==> config.mk <==
export PLATFORM = sky130hd
export DESIGN_NAME = commit
export DESIGN_NICKNAME = d
export VERILOG_FILES = /design/src/rtl/commit_pkg.sv /design/src/rtl/commit_oldest_finder.sv /design/src/rtl/commit.sv
export SDC_FILE = /design/constraint.sdc
export NUM_CORES = 2
export LEC_CHECK = 0
export CORE_AREA = 2 2 582 584
export DETAILED_ROUTE_END_ITERATION = 6
export DIE_AREA = 0 0 584 586
export SETUP_SLACK_MARGIN = 0.05
export SLEW_MARGIN = 0
export SYNTH_ARGS = -nofsm -noshare
export SYNTH_HDL_FRONTEND = slang
export SYNTH_SLANG_ARGS = --single-unit
==> constraint.sdc <==
create_clock -name clk -period 88.5 [get_ports clk]
set_input_delay 22.125 -clock clk [delete_from_list [all_inputs] [get_ports clk]]
set_output_delay 22.125 -clock clk [all_outputs]
set_load 0.1 [all_outputs]
layer_met3.png
The bar under the picture is 200 microns long.
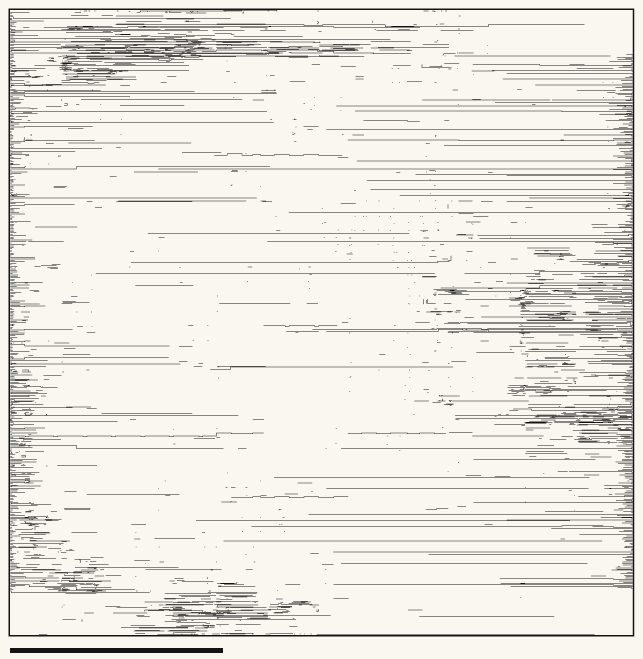
- wire length on this layer: 43.6 mm
- longest straight run: 445 microns
- main direction: horizontal
Post-Route WL: 363,000 microns
vias: 42,700
GR Layer Usage met3: 9.83%

layer_met4.png
Supply wires on this layer in gray.
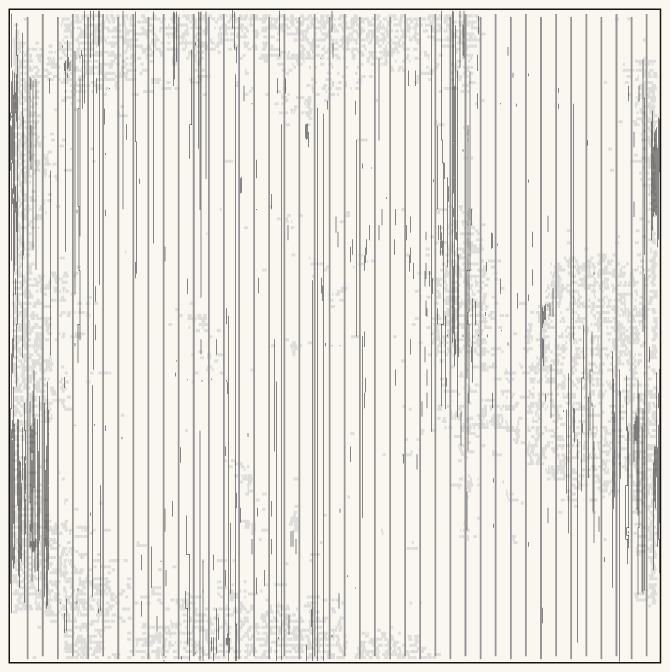
- main direction: vertical
- share of all routed wire: 6.6%
- longest straight run: 527 microns
- nets with wire on the layer: 358
- wire length on this layer: 23.8 mm

placement.png
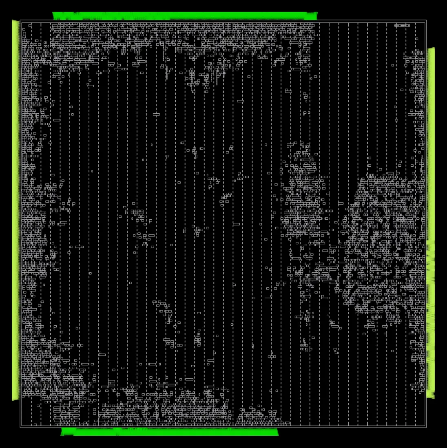
FP Rows: 213
Seq cells: 155
final cell count without fillers: 10,000

wires.png
The bar under the picture is 200 microns long.
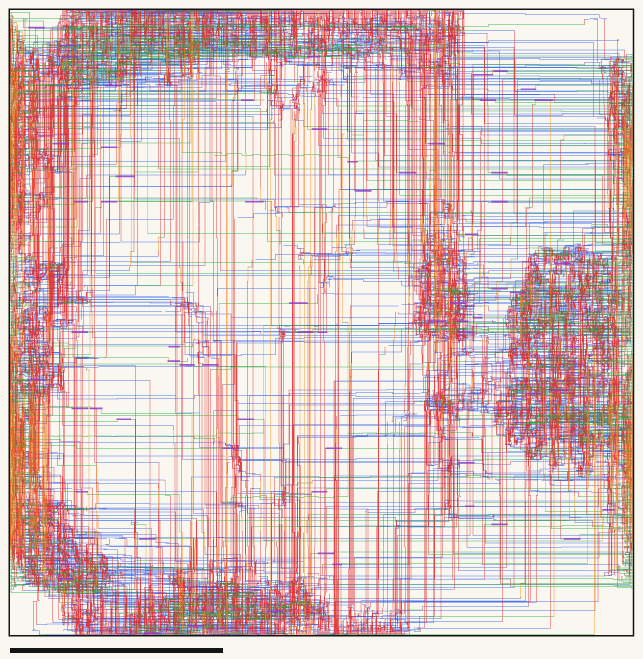
- orange: metal 4 (wire length 23.8 mm)
- green: metal 3 (wire length 43.6 mm)
- purple: metal 5 (wire length 864 microns)
- blue: metal 1 (wire length 128 mm)
- red: metal 2 (wire length 166 mm)
GRT Util Overall: 20.2%
routed wire length per instance: 36.3 microns

==> flow_summary.yaml <==
# synthesis and place-and-route metrics
outcome:
  status: "finished with violations"
  violations: "design-rule violations"
grt:
  grt-ovfl-total: 0
  met1_usage_pct: 21.0
final_timing:
  slew_headroom_pct: 7.13
  slew_viol_final: 0
  fin_ws_ns: 25.61
  fin_crit_sh_pct: 71.1
  finalClockSkew_ns: 0.0383
  finalSetupViolations: 0
  rsz0062_at_grt: "no"
worst_hold_path:
  min_path_type: "register to register"
place:
  dp_hpwl_microns: 315000
  gp_congestion: 1.07
synth:
  xor_share_pct: 2.53
  yosysTopAreaCell: "dfrtp_1"
  mux_area_share_pct: 15.6
  synthArstFlopShare_pct: 100
  netlist.area_leader.share_pct: 13.5
  synth.distinct_cells: 117
  synth-edff-count: 0
  syn_area_sq_mm: 0.0287
  yosys_cells: 4051
clock_network:
  cts_tree: "built"
  clkLatencyLatePin_ns: 0.60
  numCtsBuffers: 21
finish:
  seq_share_pct: 7.73
  fill_cells: 38500
  diodes: 264
  clock_area_share_pct: 1.24
  logic_gate_count: 3459
  buffers: 1618
  seq_area_sq_mm: 0.00388
  area_dominant_class: "multi-input combinational cells"
critical_path:
  crit_path_start_kind: "input port"
  cpMostUsedCell: "ha_1"
  worst_path_max_delay_cell: "buf_4"
run:
  warnings: 42
drt:
  via_per_inst: 4.27
  drc: 1
floorplanning:
  fp-utilization_pct: 8.56
  chip_area_sq_mm: 0.342
